`src/rtl/lda_draw_ctrl.sv`:
```
// Avalon-MM slave that holds line operands, fires the LDA datapath on GO and
// tracks busy/done, with stall (waitrequest) or poll software modes.
module lda_draw_ctrl #(
  parameter int XW = 9,
  parameter int YW = 8,
  parameter int CW = 3
) (
  input  logic          clk,
  input  logic          reset,
  input  logic [2:0]    avs_address,
  input  logic          avs_read,
  input  logic          avs_write,
  input  logic [31:0]   avs_writedata,
  output logic [31:0]   avs_readdata,
  output logic          avs_waitrequest,
  output logic          lda_start,
  output logic [XW-1:0] lda_x0,
  output logic [YW-1:0] lda_y0,
  output logic [XW-1:0] lda_x1,
  output logic [YW-1:0] lda_y1,
  output logic [CW-1:0] lda_color,
  input  logic          lda_done
);

  localparam logic [2:0] A_MODE   = 3'd0;
  localparam logic [2:0] A_STATUS = 3'd1;
  localparam logic [2:0] A_GO     = 3'd2;
  localparam logic [2:0] A_START  = 3'd3;
  localparam logic [2:0] A_END    = 3'd4;
  localparam logic [2:0] A_COLOR  = 3'd5;
  localparam logic [2:0] A_COUNT  = 3'd6;

  typedef enum logic [1:0] {
    S_IDLE  = 2'd0,
    S_START = 2'd1,
    S_BUSY  = 2'd2
  } state_e;

  state_e              state_q, state_d;
  logic                mode_q, mode_d;
  logic                overrun_q, overrun_d;
  logic [XW+YW-1:0]    start_q, start_d;
  logic [XW+YW-1:0]    end_q, end_d;
  logic [CW-1:0]       color_q, color_d;
  logic [15:0]         count_q, count_d;
  logic [31:0]         rdata_q, rdata_d;
  logic                wait_q, wait_d;
  logic                pulse_q, pulse_d;
  logic [XW-1:0]       x0_q, x0_d, x1_q, x1_d;
  logic [YW-1:0]       y0_q, y0_d, y1_q, y1_d;
  logic [CW-1:0]       col_q, col_d;

  logic                acc_rd_s, acc_wr_s, go_s, busy_s;
  logic [31:0]         rd_mux_s;
  logic                unused_wd;

  assign unused_wd = ^avs_writedata;

  assign acc_rd_s = avs_read & ~wait_q;
  assign acc_wr_s = avs_write & ~wait_q;
  assign go_s     = acc_wr_s & (avs_address == A_GO);
  assign busy_s   = (state_q != S_IDLE);

  // Read-data multiplexer; unused bits and unmapped addresses return zero.
  always_comb begin
    rd_mux_s = 32'd0;
    case (avs_address)
      A_MODE:   rd_mux_s = {31'd0, mode_q};
      A_STATUS: rd_mux_s = {30'd0, overrun_q, busy_s};
      A_START:  rd_mux_s = {{(32-XW-YW){1'b0}}, start_q};
      A_END:    rd_mux_s = {{(32-XW-YW){1'b0}}, end_q};
      A_COLOR:  rd_mux_s = {{(32-CW){1'b0}}, color_q};
      A_COUNT:  rd_mux_s = {16'd0, count_q};
      default:  rd_mux_s = 32'd0;
    endcase
  end

  // Next-state logic: sequencer, register writes, read capture, bus stall.
  always_comb begin
    state_d   = state_q;
    mode_d    = mode_q;
    overrun_d = overrun_q;
    start_d   = start_q;
    end_d     = end_q;
    color_d   = color_q;
    count_d   = count_q;
    rdata_d   = rdata_q;
    x0_d      = x0_q;
    y0_d      = y0_q;
    x1_d      = x1_q;
    y1_d      = y1_q;
    col_d     = col_q;

    case (state_q)
      S_IDLE: begin
        if (go_s) begin
          state_d = S_START;
          x0_d    = start_q[XW-1:0];
          y0_d    = start_q[XW+YW-1:XW];
          x1_d    = end_q[XW-1:0];
          y1_d    = end_q[XW+YW-1:XW];
          col_d   = color_q;
        end else begin
          state_d = S_IDLE;
        end
      end
      S_START: state_d = S_BUSY;
      S_BUSY: begin
        if (lda_done) begin
          state_d = S_IDLE;
          count_d = count_q + 16'd1;
        end else begin
          state_d = S_BUSY;
        end
      end
      default: state_d = S_IDLE;
    endcase

    // A GO that cannot start a line (including one racing lda_done) is an overrun.
    if (acc_wr_s) begin
      case (avs_address)
        A_MODE:   mode_d    = avs_writedata[0];
        A_STATUS: overrun_d = 1'b0;
        A_GO: begin
          if (busy_s) begin
            overrun_d = 1'b1;
          end else begin
            overrun_d = overrun_q;
          end
        end
        A_START:  start_d = avs_writedata[XW+YW-1:0];
        A_END:    end_d   = avs_writedata[XW+YW-1:0];
        A_COLOR:  color_d = avs_writedata[CW-1:0];
        default:  mode_d  = mode_q;
      endcase
    end else begin
      mode_d = mode_q;
    end

    if (acc_rd_s) begin
      rdata_d = rd_mux_s;
    end else begin
      rdata_d = rdata_q;
    end

    wait_d  = (state_d != S_IDLE) & ~mode_d;
    pulse_d = (state_d == S_START);
  end

  // State and output registers.
  always_ff @(posedge clk or posedge reset) begin
    if (reset) begin
      state_q   <= S_IDLE;
      mode_q    <= 1'b0;
      overrun_q <= 1'b0;
      start_q   <= '0;
      end_q     <= '0;
      color_q   <= '0;
      count_q   <= 16'd0;
      rdata_q   <= 32'd0;
      wait_q    <= 1'b0;
      pulse_q   <= 1'b0;
      x0_q      <= '0;
      y0_q      <= '0;
      x1_q      <= '0;
      y1_q      <= '0;
      col_q     <= '0;
    end else begin
      state_q   <= state_d;
      mode_q    <= mode_d;
      overrun_q <= overrun_d;
      start_q   <= start_d;
      end_q     <= end_d;
      color_q   <= color_d;
      count_q   <= count_d;
      rdata_q   <= rdata_d;
      wait_q    <= wait_d;
      pulse_q   <= pulse_d;
      x0_q      <= x0_d;
      y0_q      <= y0_d;
      x1_q      <= x1_d;
      y1_q      <= y1_d;
      col_q     <= col_d;
    end
  end

  assign avs_readdata    = rdata_q;
  assign avs_waitrequest = wait_q;
  assign lda_start       = pulse_q;
  assign lda_x0          = x0_q;
  assign lda_y0          = y0_q;
  assign lda_x1          = x1_q;
  assign lda_y1          = y1_q;
  assign lda_color       = col_q;

endmodule

```
`config.mk`:
```
export PLATFORM = sky130hd
export DESIGN_NAME = lda_draw_ctrl
export DESIGN_NICKNAME = d
export VERILOG_FILES = /design/src/rtl/lda_draw_ctrl.sv
export SDC_FILE = /design/constraint.sdc
export NUM_CORES = 1
export LEC_CHECK = 0
export CORE_AREA = 8 8 114 116
export CTS_CLUSTER_SIZE = 12
export DETAILED_ROUTE_END_ITERATION = 8
export DIE_AREA = 0 0 122 124
export PLACE_DENSITY = 0.71
export SLEW_MARGIN = 20
export SYNTH_ARGS = -nofsm -noshare
export SYNTH_HDL_FRONTEND = slang
export SYNTH_SLANG_ARGS = --single-unit
export TNS_END_PERCENT = 10
```
`constraint.sdc`:
```
create_clock -name clk -period 6.1 [get_ports clk]
set_clock_uncertainty 0.1 [all_clocks]
set_input_delay 1.22 -clock clk [delete_from_list [all_inputs] [get_ports clk]]
set_output_delay 1.22 -clock clk [all_outputs]
set_load 0.005 [all_outputs]
```
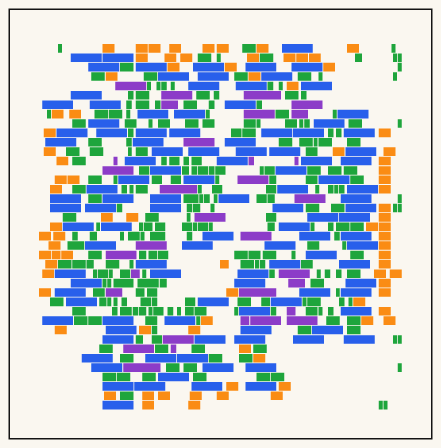
Fig. 1. Placed cells, one colour a class.
Key: clock drivers and dummy loads = purple [cells 32]; remaining logic cells = green [cells 251]; sequential cells = blue [cells 113]; remaining buffers and delay cells = orange [cells 82]

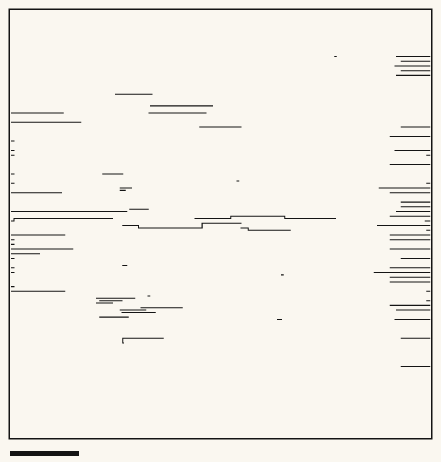
Fig. 2. Met3 routing.
The bar under the picture is 20 µm long.
The wires run mostly horizontal. The longest straight run is 33.4 µm. 68 nets have wire on it. The layer holds 6.7% of the routed length.

==> results.sh <==
# implementation run metrics
export IMPL_synthCells=382
export IMPL_routed_wl_um=10800
export IMPL_core_area_mm2=0.0112
export IMPL_yosysWarnings=0
export IMPL_insertedDiodeCount=0
export IMPL_cts_sinks=113
export IMPL_port_buffers=80
export IMPL_synth_area_mm2=0.00488
export IMPL_reg2reg_from="avs_waitrequest$_DFF_PP0_"
export IMPL_route_detailed_wl_per_inst_um=17.5
export IMPL_rr_worst_depth=4
export IMPL_syn_area_per_cell_um2=12.8
export IMPL_ctsRootBufferMaster="clkbuf_16"
export IMPL_num_rows=39
export IMPL_warnings=41
export IMPL_critPathKind="in -> reg"
export IMPL_die_height_um=124
export IMPL_period_needed_ns=3.34
export IMPL_total_power_mw=2.68
export IMPL_grtUsageMet3_pct=5.03
export IMPL_min_path_type="reg -> reg"
export IMPL_rsz0062_at_grt="no"
export IMPL_place_area_mm2=0.00572
export IMPL_yosys_stat_cells=382
export IMPL_setup_tns_ns=0
export IMPL_grt_max_degree=77
export IMPL_finalHoldViolCount=0
export IMPL_top_cells_by_count="dfrtp_1, mux2_2, nand2_1"
export IMPL_fp_util_pct=43.7
export IMPL_ys_seq_share_pct=57.9
export IMPL_ys_dominant_reg_cell="dfrtp_1"
export IMPL_status="finished clean"
export IMPL_maxCapViolations=0
export IMPL_top_cell_area_share_pct=57.9
export IMPL_synthToLayoutAreaGrowth_pct=30.5
export IMPL_regArea_mm2=0.00283
export IMPL_htreeDepth=4
export IMPL_drive_gt1_share_pct=23.8
export IMPL_grt_pass1_vias=3324
registers in the layout, summed over array words and instances (netlist names):
register	cells
lda_start	1
lda_color	3
avs_waitrequest	1
color_q	3
overrun_q	1
lda_y1	8
avs_readdata	17
end_q	17
lda_x0	9
lda_y0	8
count_q	16
lda_x1	9
start_q	17
mode_q	1
state_q	2
area by class of cell:
class / count / area share (%)
tap: 143 / 2.81
clock inverter: 9 / 2.40
clock buffer: 23 / 7.66
timing repair buffer: 82 / 12.8
multi-input combinational: 244 / 29.5
sequential: 113 / 44.4
inverter: 7 / 0.452
routing by layer:
layer | up-vias | part of all wire (%)
met1 | 1605 | 45
li1 | 1471 | -
met4 | 0 | 1.5
met3 | 14 | 6.7
met2 | 100 | 47
met5 | - | 0
cell families after synthesis:
group,after synthesis,share of synthesized area [%]
fa+ha+maj,1,0.256
buf+inv,39,4.89
flops,113,57.9
simple gates,76,7.92
compound gates,44,5.20
other cells,1,0.0768
mux,93,21.0
xor+xnor,15,2.69
critical path: stages:
cell and delay [ns]:
clkdlybuf4s50_1 0.65, nand2b_2 0.36, nor3_4 0.86, mux2_2 0.43
report_power, final:
group / internal [mW] / switching, mW / leakage (nW) / total (mW)
Sequential: 0.947 / 0.127 / 1.43 / 1.07
Clock: 0.725 / 0.327 / 0.305 / 1.05
Combinational: 0.375 / 0.176 / 1.09 / 0.551
how the worst max path moves through the flow:
stage / start / cells past startpoint / endpoint
finish: avs_address[2] / 4 / start_q[12]$_DFFE_PP0P_
global route: avs_address[2] / 4 / start_q[12]$_DFFE_PP0P_
CTS: avs_address[1] / 5 / lda_y1[1]$_DFFE_PP0P_
detailed placement: avs_address[1] / 5 / lda_y1[1]$_DFFE_PP0P_
global placement: avs_address[1] / 5 / lda_y1[1]$_DFFE_PP0P_
floorplan: reset / 1 / avs_readdata[0]$_DFFE_PP0P_
cells in the final DEF (no fill, tap or decap), types with 3 or more instances in the layout:
master | Yosys | routed
a21oi_1 | 16 | 16
a22o_1 | 3 | 3
and3_1 | 3 | 3
bufinv_16 | 0 | 4
clkbuf_16 | 0 | 17
clkbuf_8 | 0 | 4
clkdlybuf4s50_1 | 0 | 80
clkinvlp_4 | 0 | 3
conb_1 | 1 | 15
dfrtp_1 | 113 | 113
inv_1 | 7 | 6
mux2_1 | 3 | 3
mux2_2 | 74 | 74
mux2i_1 | 16 | 16
nand2_1 | 24 | 24
nand3_1 | 7 | 6
nor2_1 | 23 | 23
o21ai_0 | 16 | 16
xnor2_1 | 10 | 10
xor2_1 | 5 | 5
per-stage QoR:
| stage | cells | hold WS (ns) |
|---|---|---|
| 4_1_cts | 621 | 0.385 |
| 3_5_place_dp | 589 | 0.374 |
| 6_report | 621 | 0.379 |
| 2_1_floorplan | 396 | 0.345 |
| 5_1_grt | 621 | 0.415 |
| 3_3_place_gp | 589 | 0.365 |
No activity file was given, so power comes from the tool's default toggle rates.
